## config.mk

```make
export PLATFORM = sky130hd
export DESIGN_NAME = event_header_builder
export DESIGN_NICKNAME = d
export VERILOG_FILES = /design/src/rtl/event_header_builder.sv
export SDC_FILE = /design/constraint.sdc
export NUM_CORES = 1
export LEC_CHECK = 0
export ABC_AREA = 1
export ABC_CLOCK_PERIOD_IN_PS = 7150
export CAP_MARGIN = 40
export CELL_PAD_IN_SITES_DETAIL_PLACEMENT = 0
export CELL_PAD_IN_SITES_GLOBAL_PLACEMENT = 1
export CORE_UTILIZATION = 45
export CTS_CLUSTER_DIAMETER = 50
export DETAILED_ROUTE_END_ITERATION = 8
export HOLD_SLACK_MARGIN = 0.05
export MAX_ROUTING_LAYER = met4
export PLACE_DENSITY = 0.8
export SYNTH_ARGS = -nofsm -noshare
export SYNTH_HDL_FRONTEND = slang
export SYNTH_SLANG_ARGS = --single-unit
```

## constraint.sdc

```tcl
create_clock -name clk_i -period 7.15 [get_ports clk_i]
set_clock_uncertainty 0.2 [all_clocks]
set_input_delay 0.715 -clock clk_i [delete_from_list [all_inputs] [get_ports clk_i]]
set_output_delay 0.715 -clock clk_i [all_outputs]
set_load 0.02 [all_outputs]
```

## src/rtl/event_header_builder.sv

```systemverilog
// event_header_builder: queues trigger snapshots, issues SURF commands per event
// and writes a 9-word header per event into the buffer-indexed header RAM.
module event_header_builder #(
    parameter int NBUF       = 4,
    parameter int FIFO_DEPTH = 4,
    parameter int DUAL       = 1,
    parameter int GAP        = 2,
    localparam int BB        = $clog2(NBUF)
) (
    input  logic          clk_i,
    input  logic          rst_i,
    input  logic          digitize_i,
    input  logic [BB-1:0] digitize_buffer_i,
    input  logic [3:0]    source_i,
    input  logic [31:0]   pattern_i,
    input  logic [15:0]   pps_time_i,
    input  logic [31:0]   clock_time_i,
    input  logic [11:0]   epoch_i,
    input  logic          evid_reset_i,
    output logic          cmd_start_o,
    output logic [31:0]   cmd_event_id_o,
    output logic [BB-1:0] cmd_buffer_o,
    input  logic          cmd_busy_i,
    input  logic          cmd_done_i,
    output logic [BB+3:0] event_addr_o,
    output logic [15:0]   event_dat_o,
    output logic          event_wr_o,
    output logic          event_done_o,
    output logic [31:0]   next_id_o,
    output logic          overflow_o,
    output logic          pending_o
);
    localparam int SW = BB + 84;
    localparam int FB = $clog2(FIFO_DEPTH);
    localparam logic [FB:0] DEPTH = (FB+1)'(FIFO_DEPTH);

    typedef enum logic [2:0] {IDLE, CMD_WAIT, CMD1, GAP_S, CMD2, WRITE, DONE} state_t;
    state_t state, nxt;

    logic          dig_q, dig_d, rise, snap_v;
    logic [SW-1:0] snap, head;
    logic [SW-1:0] mem [FIFO_DEPTH];
    logic [FB:0]   wr_ptr, rd_ptr, count;
    logic          full, push, pop;
    logic [3:0]    gap_cnt, word;
    logic [15:0]   event_count;
    logic [31:0]   id;
    logic [BB-1:0] h_buf;
    logic [3:0]    h_src;
    logic [31:0]   h_pat, h_clk;
    logic [15:0]   h_pps, dat;

    assign rise = dig_q & ~dig_d;

    // Snapshot is taken on the edge cycle and pushed the cycle after.
    always_ff @(posedge clk_i or posedge rst_i) begin
        if (rst_i) begin
            dig_q  <= 1'b0;
            dig_d  <= 1'b0;
            snap_v <= 1'b0;
            snap   <= '0;
        end else begin
            dig_q  <= digitize_i;
            dig_d  <= dig_q;
            snap_v <= rise;
            if (rise)
                snap <= {digitize_buffer_i, source_i, pattern_i, pps_time_i, clock_time_i};
        end
    end

    assign count     = wr_ptr - rd_ptr;
    assign full      = count == DEPTH;
    assign pending_o = count != '0;
    assign pop       = state == DONE;
    assign push      = snap_v & (~full | pop);

    always_ff @(posedge clk_i)
        if (push)
            mem[wr_ptr[FB-1:0]] <= snap;

    always_ff @(posedge clk_i or posedge rst_i) begin
        if (rst_i) begin
            wr_ptr     <= '0;
            rd_ptr     <= '0;
            overflow_o <= 1'b0;
        end else begin
            if (push)
                wr_ptr <= wr_ptr + 1'b1;
            if (pop)
                rd_ptr <= rd_ptr + 1'b1;
            if (snap_v & full & ~pop)
                overflow_o <= 1'b1;
        end
    end

    assign head  = mem[rd_ptr[FB-1:0]];
    assign h_buf = head[SW-1 -: BB];
    assign h_src = head[83:80];
    assign h_pat = head[79:48];
    assign h_pps = head[47:32];
    assign h_clk = head[31:0];

    always_ff @(posedge clk_i or posedge rst_i) begin
        if (rst_i) begin
            state   <= IDLE;
            gap_cnt <= '0;
            word    <= '0;
        end else begin
            state   <= nxt;
            gap_cnt <= (state == GAP_S) ? gap_cnt + 4'd1 : 4'd0;
            word    <= (state == WRITE) ? word + 4'd1 : 4'd0;
        end
    end

    always_comb begin
        nxt         = state;
        cmd_start_o = 1'b0;
        case (state)
            IDLE:     nxt = pending_o ? CMD_WAIT : IDLE;
            CMD_WAIT: if (!cmd_busy_i) begin
                          cmd_start_o = 1'b1;
                          nxt         = CMD1;
                      end
            CMD1:     if (cmd_done_i)
                          nxt = (DUAL != 0) ? GAP_S : WRITE;
            GAP_S:    if (gap_cnt == 4'(GAP)) begin
                          cmd_start_o = 1'b1;
                          nxt         = CMD2;
                      end
            CMD2:     nxt = cmd_done_i ? WRITE : CMD2;
            WRITE:    nxt = (word == 4'd8) ? DONE : WRITE;
            DONE:     nxt = IDLE;
            default:  nxt = IDLE;
        endcase
    end

    always_ff @(posedge clk_i or posedge rst_i) begin
        if (rst_i) begin
            event_count <= '0;
            id          <= '0;
        end else begin
            if (pop)
                event_count <= event_count + 16'd1;
            if (evid_reset_i)
                id <= {epoch_i, 20'h0};
            else if (pop)
                id <= {epoch_i, id[19:0] + 20'd1};
        end
    end

    always_comb begin
        dat = 16'h0;
        case (word)
            4'd0: dat = {8'h00, h_src, 4'(h_buf)};
            4'd1: dat = event_count;
            4'd2: dat = h_clk[15:0];
            4'd3: dat = h_clk[31:16];
            4'd4: dat = h_pps;
            4'd5: dat = h_pat[15:0];
            4'd6: dat = h_pat[31:16];
            4'd7: dat = id[15:0];
            4'd8: dat = id[31:16];
            default: dat = 16'h0;
        endcase
    end

    // The second command of a dual event targets the partner buffer.
    assign cmd_buffer_o   = (state == IDLE) ? '0 :
                            (state == GAP_S || state == CMD2) ? h_buf ^ BB'(1) : h_buf;
    assign cmd_event_id_o = id;
    assign next_id_o      = id;
    assign event_wr_o     = state == WRITE;
    assign event_addr_o   = event_wr_o ? {h_buf, word} : '0;
    assign event_dat_o    = event_wr_o ? dat : 16'h0;
    assign event_done_o   = state == DONE;
endmodule

```

The metal 2 layer:
Drawn at 1 px/um.
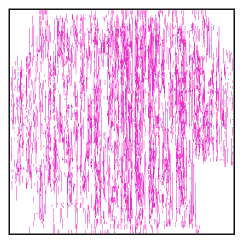
share of all routed wire: 49%
wire length on this layer: 27.1 mm
nets with wire on the layer: 1890
main direction: vertical
met2 layer usage reported by global route: 39.0%
Total Wirelength: 55.2 mm

Metal 3:
Drawn at 1 px/um.
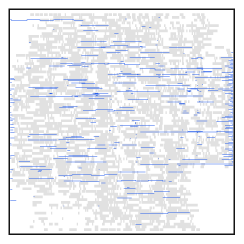
main direction: horizontal
wire length on this layer: 3130 um
share of all routed wire: 5.7%
nets with wire on the layer: 215
met3 capacity usage during global routing: 3.61%
via count: 15749

Routed metal, one colour a layer:
Drawn at 1.5 px/um.
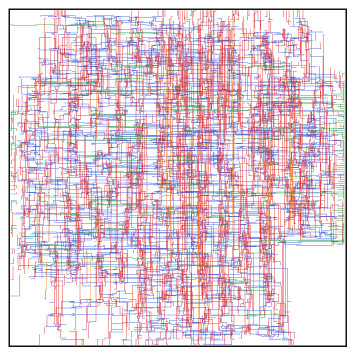
| layer | colour | wire length |
|---|---|---|
| metal 2 | red | 27.1 mm |
| metal 3 | green | 3130 um |
| metal 1 | blue | 23.4 mm |
| metal 4 | orange | 1530 um |

Floorplan with the power grid:
Drawn at 1.5 px/um. Pins as bars on the die edge. Tap cells in grey.
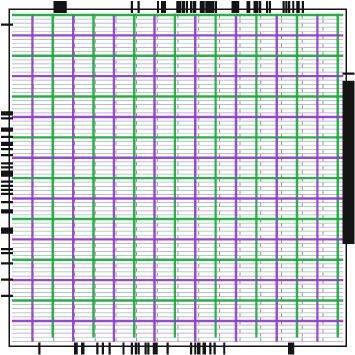
| net | colour |
|---|---|
| VDD | green |
| VSS | purple |
rows: 80
met4 straps: 16
tap cells: 615
largest vdd supply drop: 0.000177 V
die width: 224 um

Clock nets:
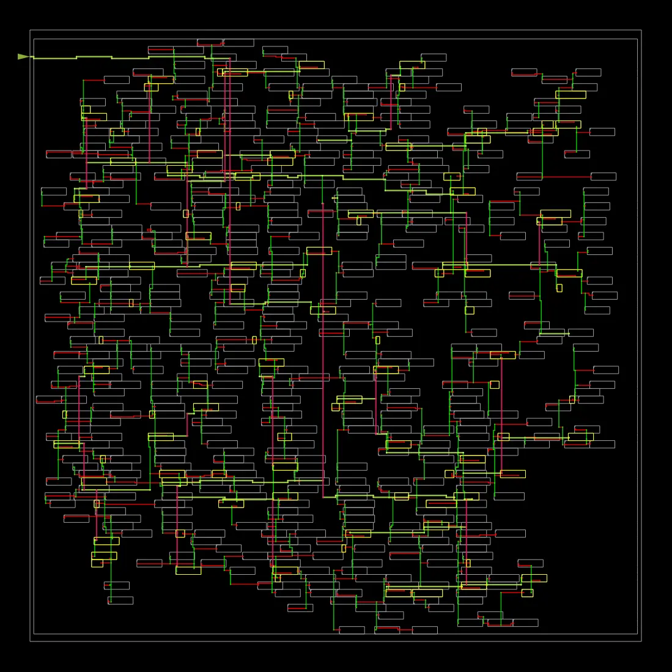
Power Clock: 2.87 mW
number of sequential storage elements: 499
number of clock buffers in the layout: 75

==> summary.txt <==
Physical implementation

Wire segments on met2 add up to about 27 mm in the final route. The number of sinks on the clock net is between 400 and 500. The combinational gate area is 6060 um^2. The buffer-and-inverter tally for the worst setup path is 3. The cell count after synthesis came out at about 2300. The critical path endpoint category is a primary output. The die covers ~50000 um^2. The launch point of the worst min-delay path is recorded as dig_q. The non-clock buffer instance count of the final layout is between 200 and 250.

In the final report, the number of pins over their slew limit comes to 0. The sink of the worst hold path is dig_d. The average wire per standard cell is about 17 um. The critical setup path kind is register to primary output. The main area contributors are edfxtp_1, dfrtp_1, nand2_1. The via count of the first global-routing pass came to between 15000 and 20000.

The headroom to the max-slew limit is about two fifths. For reference, the critical path cell chain is buf_16, buf_4, nor2_1, nor2_1, o21ai_0, a21oi_1, nor2_1, a21oi_1, clkdlybuf4s50_1. The run finished with clean final reports. At the end of the flow the core is filled with cells to approximately 55%. The fraction of standard cell area in multi-input logic is 22.9%.

The category of cells accounting for the largest share of critical-path delay is buffers and inverters. Once placement finished, the instance area stood at about 25000 um^2. The cell kind with the greatest summed area is flip-flops and latches. The final-report setup violation count is 0. The floorplan has 80 rows. The cell count listed in synth_stat.txt is around 2300. The highest layer used for signal routing is met4. The count of port buffers added during placement is slightly below 200. Summed over its instances, the top area cell type makes up a little under half of the synthesized netlist area. After synthesis, flip-flops and latches occupy 64.3% of the total area. The met1 wire length is ~23 mm. The HPWL after detailed placement is roughly 36 mm. The most common cell in the synthesized netlist is nand2_1.

The number of hold-repair buffers added at the cts stage is 0. The worst hold path class is register to register. Per the layout area report, the register area comes to ~14000 um^2. The overall fraction of global-route tracks in use is 23.3%. At the worst endpoint, the required time is about 6200 ps. The initial utilization of the core area, before any placement, comes to a little under half. The fraction of final cell area spent on clock buffers and inverters in this run is 7.08%. The endpoint of the lowest-slack register-to-register path is mem[3][43].
Power and IR drop assume default switching activity.
